Figure 1. Drive-strength map.
Scale: 6 px per um.
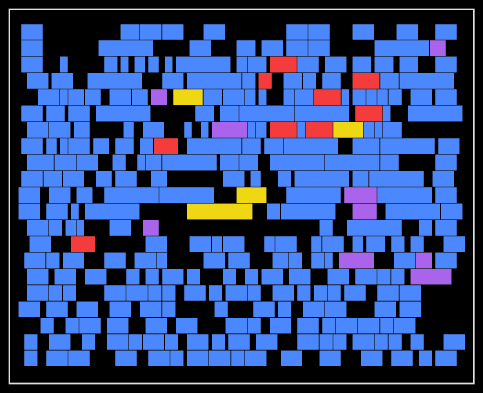
Figure 2. Nets reached from selected ports.
Scale: 4 px per um.
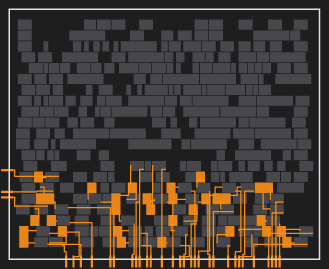
Figure 3. Gate-type map.
Scale: 6 px per um.
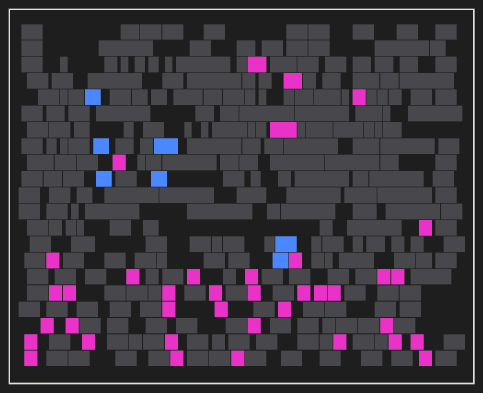
$ cat config.mk
export PLATFORM = sky130hd
export DESIGN_NAME = fetch_unit
export DESIGN_NICKNAME = d
export VERILOG_FILES = /design/src/rtl/fetch_unit.sv
export SDC_FILE = /design/constraint.sdc
export NUM_CORES = 1
export LEC_CHECK = 0
export CAP_MARGIN = 20
export CORE_ASPECT_RATIO = 0.8
export CORE_UTILIZATION = 39
export DETAILED_ROUTE_END_ITERATION = 10
export GPL_TIMING_DRIVEN = 1
export HOLD_SLACK_MARGIN = 0.02
export PLACE_DENSITY = 0.9
export SLEW_MARGIN = 30
export SYNTH_ARGS = -nofsm -noshare
export SYNTH_HDL_FRONTEND = slang
export SYNTH_SLANG_ARGS = --single-unit
export TNS_END_PERCENT = 50
$ cat constraint.sdc
create_clock -name clk -period 2.9 [get_ports clk]
set_input_delay 0.435 -clock clk [delete_from_list [all_inputs] [get_ports clk]]
set_output_delay 0.435 -clock clk [all_outputs]
set_load 0.01 [all_outputs]
$ cat src/rtl/fetch_unit.sv
// -----------------------------------------------------------------------------
// fetch_unit
//   Instruction fetch stage. Holds the program counter, presents it to an
//   instruction ROM with combinational read, and forwards the returned word
//   to the decoder. A four-state controller decides when fetch is live.
//     WAIT  : one cycle after reset release, PC held
//     RUN   : normal fetch, PC advances by jump > branch > pc+4
//     HALT  : HALT_INSTR seen, fetch frozen until reset
//     FAULT : redirect to a non-word-aligned target, frozen until reset
//
// Ports
//   clk            rising-edge clock
//   rst_n          asynchronous active-low reset
//   stall          freezes PC, state and retire count for the cycle
//   branch_taken   redirect to branch_target (lower priority than jump)
//   branch_target  branch destination byte address
//   jump           redirect to jump_target (highest priority)
//   jump_target    jump destination byte address
//   instr_in       ROM data for pc_out, valid in the same cycle
//   pc_out         current PC, ROM byte address
//   pc_plus4       pc_out + 4 (wraps), used for link writes
//   instr_out      instruction to decoder (zero outside RUN)
//   instr_valid    instr_out is to be executed this cycle
//   halted         fetch stopped on HALT_INSTR
//   misaligned     sticky fault on a misaligned redirect target
//   instr_count    saturating retired-instruction count
// -----------------------------------------------------------------------------
module fetch_unit #(
    parameter int                        ADDRESS_WIDTH = 8,
    parameter int                        DATA_WIDTH    = 32,
    parameter logic [ADDRESS_WIDTH-1:0]  RESET_PC      = '0,
    parameter logic [DATA_WIDTH-1:0]     HALT_INSTR    = '0
) (
    input  logic                     clk,
    input  logic                     rst_n,
    input  logic                     stall,
    input  logic                     branch_taken,
    input  logic [ADDRESS_WIDTH-1:0] branch_target,
    input  logic                     jump,
    input  logic [ADDRESS_WIDTH-1:0] jump_target,
    input  logic [DATA_WIDTH-1:0]    instr_in,
    output logic [ADDRESS_WIDTH-1:0] pc_out,
    output logic [ADDRESS_WIDTH-1:0] pc_plus4,
    output logic [DATA_WIDTH-1:0]    instr_out,
    output logic                     instr_valid,
    output logic                     halted,
    output logic                     misaligned,
    output logic [15:0]              instr_count
);

    typedef enum logic [1:0] {
        S_WAIT,
        S_RUN,
        S_HALT,
        S_FAULT
    } state_t;

    state_t                     state, state_next;
    logic [ADDRESS_WIDTH-1:0]   pc, pc_next;
    logic [15:0]                count, count_next;
    logic                       redirect;
    logic [ADDRESS_WIDTH-1:0]   target;
    logic [ADDRESS_WIDTH-1:0]   pc_inc;

    // Natural-width add: the carry out of the top bit is dropped, which is
    // exactly the modulo-2^ADDRESS_WIDTH wrap wanted for the PC.
    assign pc_inc = pc + ADDRESS_WIDTH'(4);

    // NOTE: asynchronous reset and non-blocking assignments keep every
    // register update on one edge, so no block observes a half-updated state.
    always_ff @(posedge clk or negedge rst_n) begin
        if (!rst_n) begin
            state <= S_WAIT;
            pc    <= RESET_PC;
            count <= '0;
        end else begin
            state <= state_next;
            pc    <= pc_next;
            count <= count_next;
        end
    end

    // NOTE: every output of this block gets a default before any branch,
    // so no path leaves a value unassigned and no latch is inferred.
    always_comb begin
        state_next = state;
        pc_next    = pc;
        count_next = count;
        redirect   = 1'b0;
        target     = '0;

        if (jump) begin
            redirect = 1'b1;
            target   = jump_target;
        end else if (branch_taken) begin
            redirect = 1'b1;
            target   = branch_target;
        end

        case (state)
            S_WAIT: state_next = S_RUN;
            S_RUN: begin
                if (!stall) begin
                    // A halt word wins over any redirect in the same cycle.
                    if (instr_in == HALT_INSTR) begin
                        state_next = S_HALT;
                    end else begin
                        if (count != 16'hFFFF) count_next = count + 16'd1;
                        if (redirect && (target[1:0] != 2'b00)) begin
                            state_next = S_FAULT;
                        end else if (redirect) begin
                            pc_next = target;
                        end else begin
                            pc_next = pc_inc;
                        end
                    end
                end
            end
            default: ;  // HALT and FAULT only exit through reset
        endcase
    end

    assign pc_out      = pc;
    assign pc_plus4    = pc_inc;
    assign instr_out   = (state == S_RUN) ? instr_in : '0;
    assign instr_valid = (state == S_RUN) && !stall;
    assign halted      = (state == S_HALT);
    assign misaligned  = (state == S_FAULT);
    assign instr_count = count;

endmodule

==> results.toml <==
# generated from flow reports
[floorplanning]
io_pins = 120
row_count = 21
die_width_um = 77.2
fp.coreArea_sq_um = 4260
die_area_sq_um = 4790
die-height_um = 62.1
fp_util_pct = 41.4

[clock_network]
cts_max_level = 1
clk_pin_slew_ps = 90
post-cts-setup-buffers = 0
cts.sinks = 26
post_cts_resized = 0
cts_root_buffer = "clkbuf_8"
cts_inserted_buffers = 3
hold_buffers = 0
clock_latency_ps = 270
cts_tree = "yes"
clock_path_buffers = 2

[critical_path]
reg2regPathDepth = 6
cp-end-kind = "output pin"
r2r-start = "instr_count[0]"
startpoint_type = "flip-flop"
r2r_end = "instr_count[11]"
cp.arrival_ps = 1830
cp.required_ps = 2470
crit_path_cell_trace = "ha_1 -> nand3_1 -> xnor2_1 -> clkdlybuf4s50_1"
slowest_stage = "clkdlybuf4s50_1"
crit_type = "reg2out"
cp_max_fo = 7
cpPeakStageDelay_ps = 570
r2r_setup_slack_ps = 780

[sta]
tns_ps = 0
fin_skew_ps = 1.61
rsz0062_at_grt = "no"
setup_viol = 0
drv_slew = 0
finalHoldViolations = 0
worstMarginPinSlew_ps = 578
layout_setup_ws_ps = 634
min_period_over_period_pct = 78.1
relSlewSlack_pct = 61.3
fmaxAchievable_mhz = 441
min_period_ps = 2270

[place]
place.gp.congestion = 0.826
place_ws_ps = 329
io_buffers = 119
dpl.hpwl_um = 4290

[synthesis]
ys_cells = 182
ys_sh_adder_pct = 1.42
yosys.stat.seqShare_pct = 36.9
flop_cell = "dfrtp_1"
synthDistinctLibCells = 42
netlist_area_sq_um = 1760
numSynthFlops = 26
xor_area_share_pct = 9.44
top_logic_kind = "simple AND/OR/NAND/NOR gates"
fp_nets = 237
aoi_share_pct = 9.23
synthCells = 182
ys_area_sq_um = 1760
syn-mean-instance-area_sq_um = 9.69
simple_gate_area_share_pct = 34.4
edf_count = 0
yosysWarnings = 0
ys_sh_mux_pct = 3.76
synthArstFlopShare_pct = 100

[pwr]
p_leak_uw = 0.00124
peakVddDrop_v = 0.000505
power_density_nw_per_um2 = 564

[global_routing]
grtUsageTotal_pct = 22.5
grt_max_degree = 33
grt_overflow_total = 0
grt_pass1_vias = 1729
antenna_found_initial = 0
grt_first_pass_wirelength_um = 8570

[finish]
area_growth_syn_to_layout_pct = 73.2
diodes = 0
mostFrequentLayoutCell = "clkdlybuf4s50_1"
nNetsFinal = 354
layout_top_cells = "clkdlybuf4s50_1, and2_1, dfrtp_1, xor2_1, nand2_1"
drive_gt1_share_pct = 7.38

[route]
via_count = 1759
drtIter0Drc = 86
drtPass1Iterations = 4
drc = 0
wl_um = 5160
wire_per_inst_um = 14.5
ant_nets = 0
vias_per_cell = 4.95

[hold_path]
hp-class = "reg2reg"
worst_hold_path.num_cells = 1
min-delay-start = "instr_count[6]"
hold_end = "instr_count[6]"

[run_status]
status = "finished, final reports clean"

[run]
cap_viol_max_count = 0
warnings = 26
## Picture notes: Figure 1
blue -> _0 and _1 cells  # cells 276, share 93%, most used clkdlybuf4s50_1
purple -> _3 and _4 cells  # cells 9, share 3.0%, most used buf_4
red -> _2 cells  # cells 9, share 3.0%, most used nor4_2
yellow -> _6 and larger  # cells 4, share 1.3%, most used clkbuf_8

## Picture notes: Figure 2
orange -> instr_out  # bits 32, direction output, edge 29 south, 3 west, end cells 32, wire 545 um

## Picture notes: Figure 3
magenta -> AND and OR gates  # cells 38, most used and2_1
blue -> AND-OR and OR-AND gates  # cells 7, most used o21a_1

[how the worst max path moves through the flow]
stage / slack [ps] / startpoint / to / cells after the start
2_1_floorplan: 1120 / instr_count[0] / instr_count[1] / 8
4_1_cts: 620 / pc_out[2] / pc_plus4[6] / 4
6_report: 630 / pc_out[2] / pc_plus4[6] / 4
3_5_place_dp: 330 / instr_in[25] / instr_count[11] / 6
5_1_grt: 480 / instr_in[7] / instr_count[11] / 6
3_3_place_gp: 400 / instr_in[24] / instr_count[11] / 6
[layout make-up]
cell class	count	area [sq um]
clock inverter	1	30.0
inverter	3	11.3
clock buffer	3	41.3
multi-input combinational	142	1030
timing repair buffer	123	1220
tap	57	71.3
fill	363	1200
sequential	26	651
[layer usage]
layer	routed length (um)	share of wire, %	track usage (%)
met5	0	0	0
met4	65	1.3	5.66
met3	204	4.0	4.56
met1	2240	43	28.3
met2	2650	51	39.4
[critical path: cells and delay by family, from the launching register on]
kind          cells  cell delay [ps]
xor+xnor          1              200
fa+ha+maj         1              220
buf+inv           1              570
flops             1              470
simple gates      1              100
[synth_stat cells (2+ instances only)]
cell / number / area [sq um]
xor2_1: 16 / 140
o21a_1: 5 / 37.5
mux2i_1: 4 / 40.0
nor2b_1: 4 / 25.0
a31oi_1: 2 / 12.5
buf_4: 2 / 15.0
and2_1: 33 / 206
inv_1: 3 / 11.3
nor4b_1: 2 / 17.5
buf_2: 2 / 10.0
nand2_1: 10 / 37.5
nor4_2: 4 / 50.1
nor2_1: 4 / 15.0
o211ai_1: 3 / 22.5
ha_1: 2 / 25.0
nor3b_1: 2 / 15.0
nor4_1: 9 / 56.3
nand4_1: 4 / 25.0
a21oi_1: 2 / 10.0
nand3_1: 6 / 30.0
clkbuf_1: 4 / 15.0
nor3_1: 4 / 20.0
buf_6: 3 / 33.8
and4_1: 2 / 17.5
o21ai_0: 6 / 30.0
xnor2_1: 3 / 26.3
dfrtp_1: 26 / 651
[kinds of logic (layout without fill, tap and decap cells)]
group / count (synthesis) / in the layout
XOR/XNOR: 19 / 19
flip-flops: 26 / 26
AND-OR/OR-AND: 22 / 22
AND/OR/NAND/NOR: 93 / 93
adder cells (fa/ha/maj): 2 / 2
buffers and inverters: 14 / 130
multiplexers: 6 / 6
[metrics by stage]
stage / util, % / hold WS [ps] / power (uW) / instance area [sq um] / cells
after floorplan: - / 139 / 908 / 1760 / 182
final: 71.7 / 500 / 1720 / 3050 / 355
after global routing: 71.7 / 513 / 1820 / 3050 / 355
after CTS: 71.7 / 505 / 1730 / 3050 / 355
after detailed placement: 70.0 / 492 / 1430 / 2980 / 351
after global placement: 70.0 / 486 / 1410 / 2980 / 351
[flip-flops by register name (all words and copies together) (netlist names)]
register / count
instr_count: 16
pc_out: 8
state: 2
[where the power goes]
group	internal (uW)	switching (uW)	total, uW
sequential	442	113	555
clock	185	113	298
combinational	534	334	868
Power figures rest on the tool's default switching activity, not on a simulated workload.
